**config.mk**
```make
export PLATFORM = sky130hd
export DESIGN_NAME = ndp_tile_feeder
export DESIGN_NICKNAME = d
export VERILOG_FILES = /design/src/rtl/ndp_tile_feeder.sv
export SDC_FILE = /design/constraint.sdc
export NUM_CORES = 2
export LEC_CHECK = 0
export CAP_MARGIN = 20
export CELL_PAD_IN_SITES_DETAIL_PLACEMENT = 0
export CELL_PAD_IN_SITES_GLOBAL_PLACEMENT = 2
export CORE_ASPECT_RATIO = 1.25
export CORE_MARGIN = 4
export CORE_UTILIZATION = 32
export CTS_BUF_LIST = sky130_fd_sc_hd__clkbuf_4 sky130_fd_sc_hd__clkbuf_8 sky130_fd_sc_hd__clkbuf_16
export DETAILED_ROUTE_END_ITERATION = 8
export PLACE_DENSITY = 0.53
export SETUP_SLACK_MARGIN = 0.02
export SYNTH_ARGS = -nofsm -noshare
export SYNTH_HDL_FRONTEND = slang
export SYNTH_SLANG_ARGS = --single-unit
```
**constraint.sdc**
```tcl
create_clock -name clk -period 10.9 [get_ports clk]
set_clock_uncertainty 0.1 [all_clocks]
set_input_delay 2.18 -clock clk [delete_from_list [all_inputs] [get_ports clk]]
set_output_delay 2.18 -clock clk [all_outputs]
set_load 0.05 [all_outputs]
```
**src/rtl/ndp_tile_feeder.sv**
```systemverilog
// Buffers one GEMM tile of (A-column, B-row) beats, then replays it onto the NDP_unit operand inputs.
// Latency: K load beats, 1 array-reset cycle, K stream beats, then in_done_flag until calc_done_flag.
// Backpressure: s_ready is high only in LOAD; the stream phase never stalls.
module ndp_tile_feeder #(
    parameter int WIDTH      = 16,
    parameter int ARR_HEIGHT = 4,
    parameter int ARR_WIDTH  = 4,
    parameter int SYS_HEIGHT = 1,
    parameter int SYS_WIDTH  = 1,
    parameter int MAX_K      = 16,
    localparam int A_W = SYS_HEIGHT * ARR_HEIGHT * WIDTH,
    localparam int B_W = SYS_WIDTH * ARR_WIDTH * WIDTH
) (
    input  logic           clk,
    input  logic           reset,
    input  logic           s_valid,
    output logic           s_ready,
    input  logic [A_W-1:0] s_a,
    input  logic [B_W-1:0] s_b,
    input  logic           s_last,
    output logic           array_reset,
    output logic [A_W-1:0] out_a,
    output logic [B_W-1:0] out_b,
    output logic           in_done_flag,
    input  logic           calc_done_flag,
    output logic           busy,
    output logic           tile_done,
    output logic           err_overflow
);

    localparam int IW = $clog2(MAX_K);
    localparam int CW = IW + 1;

    typedef enum logic [1:0] {
        LOAD   = 2'd0,
        CLEAR  = 2'd1,
        STREAM = 2'd2,
        DONE   = 2'd3
    } state_t;

    state_t state;
    state_t state_nxt;

    logic [CW-1:0] wr;
    logic [CW-1:0] rd;
    logic [CW-1:0] k_len;

    // No reset on the tile storage: contents are always rewritten before they are read.
    logic [A_W+B_W-1:0] tile_mem [MAX_K];

    logic accept;
    logic last_slot;
    logic close_tile;
    logic stream_end;
    logic stream_rd;

    // Ready only while loading; forced low while reset is held.
    assign s_ready    = reset && (state == LOAD);
    assign accept     = s_valid && s_ready;
    assign last_slot  = (wr == CW'(MAX_K - 1));
    assign close_tile = accept && (s_last || last_slot);
    assign stream_end = (rd == k_len);
    // CLEAR fetches beat 0 so it is on the outputs in the first STREAM cycle.
    assign stream_rd  = (state == CLEAR) || ((state == STREAM) && !stream_end);

    // Next-state selection for the load / clear / stream / done sequence.
    always_comb begin
        state_nxt = state;
        case (state)
            LOAD:    if (close_tile) state_nxt = CLEAR;
            CLEAR:   state_nxt = STREAM;
            STREAM:  if (stream_end) state_nxt = DONE;
            DONE:    if (calc_done_flag) state_nxt = LOAD;
            default: state_nxt = LOAD;
        endcase
    end

    // State, indices, registered control outputs and the sticky overflow flag.
    always_ff @(posedge clk or negedge reset) begin
        if (!reset) begin
            state        <= LOAD;
            wr           <= '0;
            rd           <= '0;
            k_len        <= '0;
            array_reset  <= 1'b1;
            in_done_flag <= 1'b0;
            busy         <= 1'b0;
            tile_done    <= 1'b0;
            err_overflow <= 1'b0;
        end else begin
            state        <= state_nxt;
            array_reset  <= (state_nxt == CLEAR);
            in_done_flag <= (state_nxt == DONE);
            busy         <= (state_nxt != LOAD);
            tile_done    <= (state == DONE) && calc_done_flag;
            if (accept) begin
                wr <= wr + 1'b1;
            end
            if (close_tile) begin
                k_len <= wr + 1'b1;
                rd    <= '0;
            end
            if (accept && last_slot && !s_last) begin
                err_overflow <= 1'b1;
            end
            if (stream_rd) begin
                rd <= rd + 1'b1;
            end
            if ((state == DONE) && calc_done_flag) begin
                wr <= '0;
            end
        end
    end

    // Operand output registers; they hold the last beat once streaming ends.
    always_ff @(posedge clk or negedge reset) begin
        if (!reset) begin
            out_a <= '0;
            out_b <= '0;
        end else if (stream_rd) begin
            {out_a, out_b} <= tile_mem[rd[IW-1:0]];
        end
    end

    // Beat capture into the tile buffer.
    always_ff @(posedge clk) begin
        if (accept) begin
            tile_mem[wr[IW-1:0]] <= {s_a, s_b};
        end
    end

endmodule

```
==> deck_impl_summary.md <==
Key Metrics from the Run

Synth
  • Mapped Area: 82200 µm²
  • Cells after Synth: 3517
  • Chip Area, Yosys: 82200 µm²
  • EDFF count, synth: 2048
  • Main flop type after synthesis: edfxtp_1
  • Syn_area_per_cell: 23.4 µm²
  • Yosys cell count: 3517

Floorplan
  • # IOs: 267
  • Die area: 265000 µm²
  • Die H: 575 µm
  • Chip width: 461 µm
  • Row count: 207
  • Fp_density: 32.2%

Cells and area
  • Dominant logic cell types in the final layout: 2048 x edfxtp_1, 512 x mux4_2, 265 x clkdlybuf4s50_1
  • P&R area growth vs syn: 17.5%
  • Share of cells above drive strength 1: 27.4%

Worst setup path
  • Cell Chain, Critical Path: buf_8 > nor3b_1 > buf_4 > clkdlybuf4s50_1
  • Crit path max fanout: 13
  • Required time of the worst setup path: 8.62 ns
  • Critical path type: in2out
  • Worst Reg-to-Reg Cells: 7
  • Worst Setup Start Kind: primary input
  • Critical Path Slowest Stage Cell: clkdlybuf4s50_1
  • Crit. End Element: output pin
  • Crit-path max cell delay: 0.81 ns

Timing
  • Period utilization: 54.5%
  • Post-route minimum period: 5.94 ns
  • Setup Viol. Count Final: 0
  • Final hold violations: 0
  • RSZ-0062 raised after global routing: no
  • Max Clock Freq: 168 MHz

Clocking
  • Depth of the CTS H-tree: 4
  • Clock buffer depth: 4
  • Num CTS Buffers: 232
  • CTS tree: yes
  • TritonCTS Sinks: 2198
  • Resize count post-CTS: 0
  • Number of hold buffers added after cts: 0

Power and ir drop
  • Leak Pwr: 0.0306 µW
  • Power Dens Cells: 261 nW/µm²

Global routing
  • Largest net degree at the start of global routing: 102
  • Antenna violations before repair: 22

Min path
  • Worst min-delay path class: reg2reg
  • Hold path cells: 2

Placement
  • Dpl hpwl: 112000 µm
  • GPL Wtd Cong: 0.692

Drt
  • ANT nets after route: 0
  • Via density: 5.01
  • Drt drc: 0

Flow run
  • Tool warnings: 46

Outcome
  • Status: complete, no violations
## routing by layer
layer	vias up	global-route usage [%]	part of all wire, %
met1	20500	21.9	44
met4	6	3.64	2.0
met5	-	0	0.019
met3	297	2.58	4.2
met2	801	26.3	50
li1	15800	-	-
## area by class of cell
| class | count | area (µm²) |
|---|---|---|
| fill | 22900 | 159000 |
| sequential | 2198 | 65300 |
| multi-input combinational | 1122 | 16100 |
| clock buffer | 321 | 6580 |
| tap | 3344 | 4180 |
| timing repair buffer | 346 | 3430 |
| clock inverter | 105 | 975 |
| antenna | 13 | 32.5 |
| inverter | 5 | 18.8 |
## critical path, delay by kind of cell
family        cells  cell delay (ns)
buf+inv           3             1.19
simple gates      1             0.23
## worst paths after layout
kind | startpoint | end | slack, ns
min | k_len[2] | k_len[2] | 0.41
max | reset | s_ready | 4.96
min in group asynchronous | reset | out_b[24] | 1.04
max reg2reg | state[1] | tile_mem[13][27] | 6.29
max in group asynchronous | reset | out_a[51] | 8.27
min reg2reg | k_len[2] | k_len[2] | 0.41
## kinds of logic (layout without fill, tap and decap cells)
logic type      after synthesis  after routing  share of synthesized area [%]
mux                         643            643                           15.8
buf+inv                     197            777                           1.20
flops                      2198           2198                           79.4
compound gates              275            275                           2.48
xor+xnor                      9              9                         0.0959
other cells                   0             13                              0
fa+ha+maj                     6              6                         0.0913
simple gates                189            189                          0.924
## state kept, by name (all words and copies together), names as in the netlist
register      cells
out_a            64
wr                5
err_overflow      1
array_reset       1
busy              1
state             2
tile_done         1
out_b            64
tile_mem       2048
in_done_flag      1
rd                5
k_len             5
## synthesized netlist by cell type, types with 6 or more instances
library cell | n | area share [%]
mux4_2 | 512 | 14
buf_1 | 26 | 0.12
mux2_2 | 129 | 1.8
xnor2_1 | 7 | 0.075
dfrtp_1 | 149 | 4.5
nand2_1 | 148 | 0.68
buf_6 | 16 | 0.22
clkbuf_1 | 88 | 0.40
edfxtp_1 | 2048 | 75
nor2_1 | 18 | 0.082
buf_4 | 21 | 0.19
ha_1 | 6 | 0.091
o21ai_0 | 11 | 0.067
a22oi_1 | 256 | 2.3
buf_2 | 41 | 0.25
## report_power, final
part	leakage, µW	switching (µW)	internal (µW)	total [µW]
logic	0.00654	4300	3130	7430
clock network	0.00379	3240	4610	7840
registers	0.0202	279	9640	9920
total	0.0306	7810	17400	25200
## per-stage QoR
| step | setup slack [ns] | instances | cell area (µm²) | total power, µW | utilization (%) |
|---|---|---|---|---|---|
| after floorplan | 0.657 | 3517 | 82200 | 15200 | - |
| after global placement | 4.32 | 7014 | 89000 | 17800 | 34.9 |
| after detailed placement | 4.28 | 7015 | 89000 | 17800 | 34.9 |
| after CTS | 4.94 | 7441 | 96600 | 25700 | 37.9 |
| after global routing | 4.91 | 7447 | 96600 | 26400 | 37.9 |
| final | 4.96 | 7454 | 96600 | 25200 | 37.9 |
**Cell outlines without signal wires**

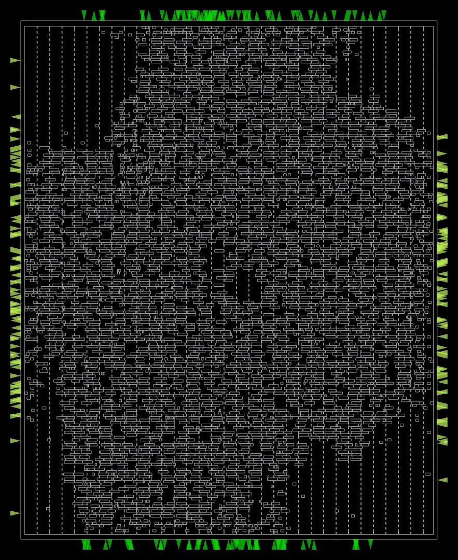
final core utilization: 37.9%
Core ar.: 255000 µm²
tap cells: 3344

**Wiring by layer**

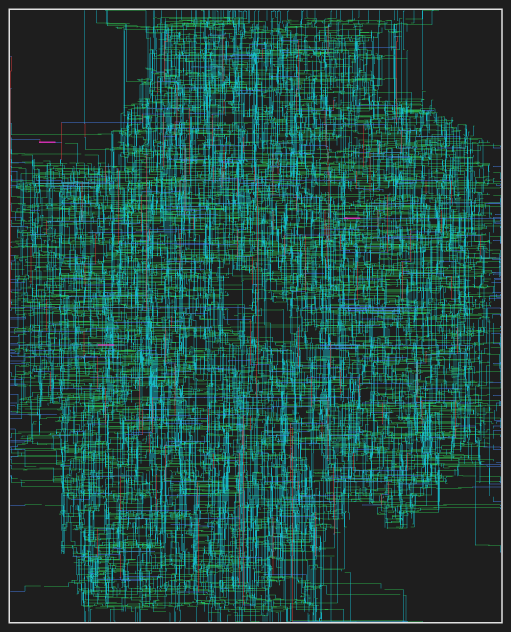
M4: in red, wire length 4250 µm. M1: in green, wire length 92.9 mm. M5: in magenta, wire length 41.4 µm. M2: in cyan, wire length 105 mm. M3: in blue, wire length 8820 µm.
Tot GR Track Use: 15.8%
Post-Route WL: 211000 µm
total number of vias: 37300
Wirelength per Cell: 28.3 µm

No activity file was given, so power comes from the tool's default toggle rates.
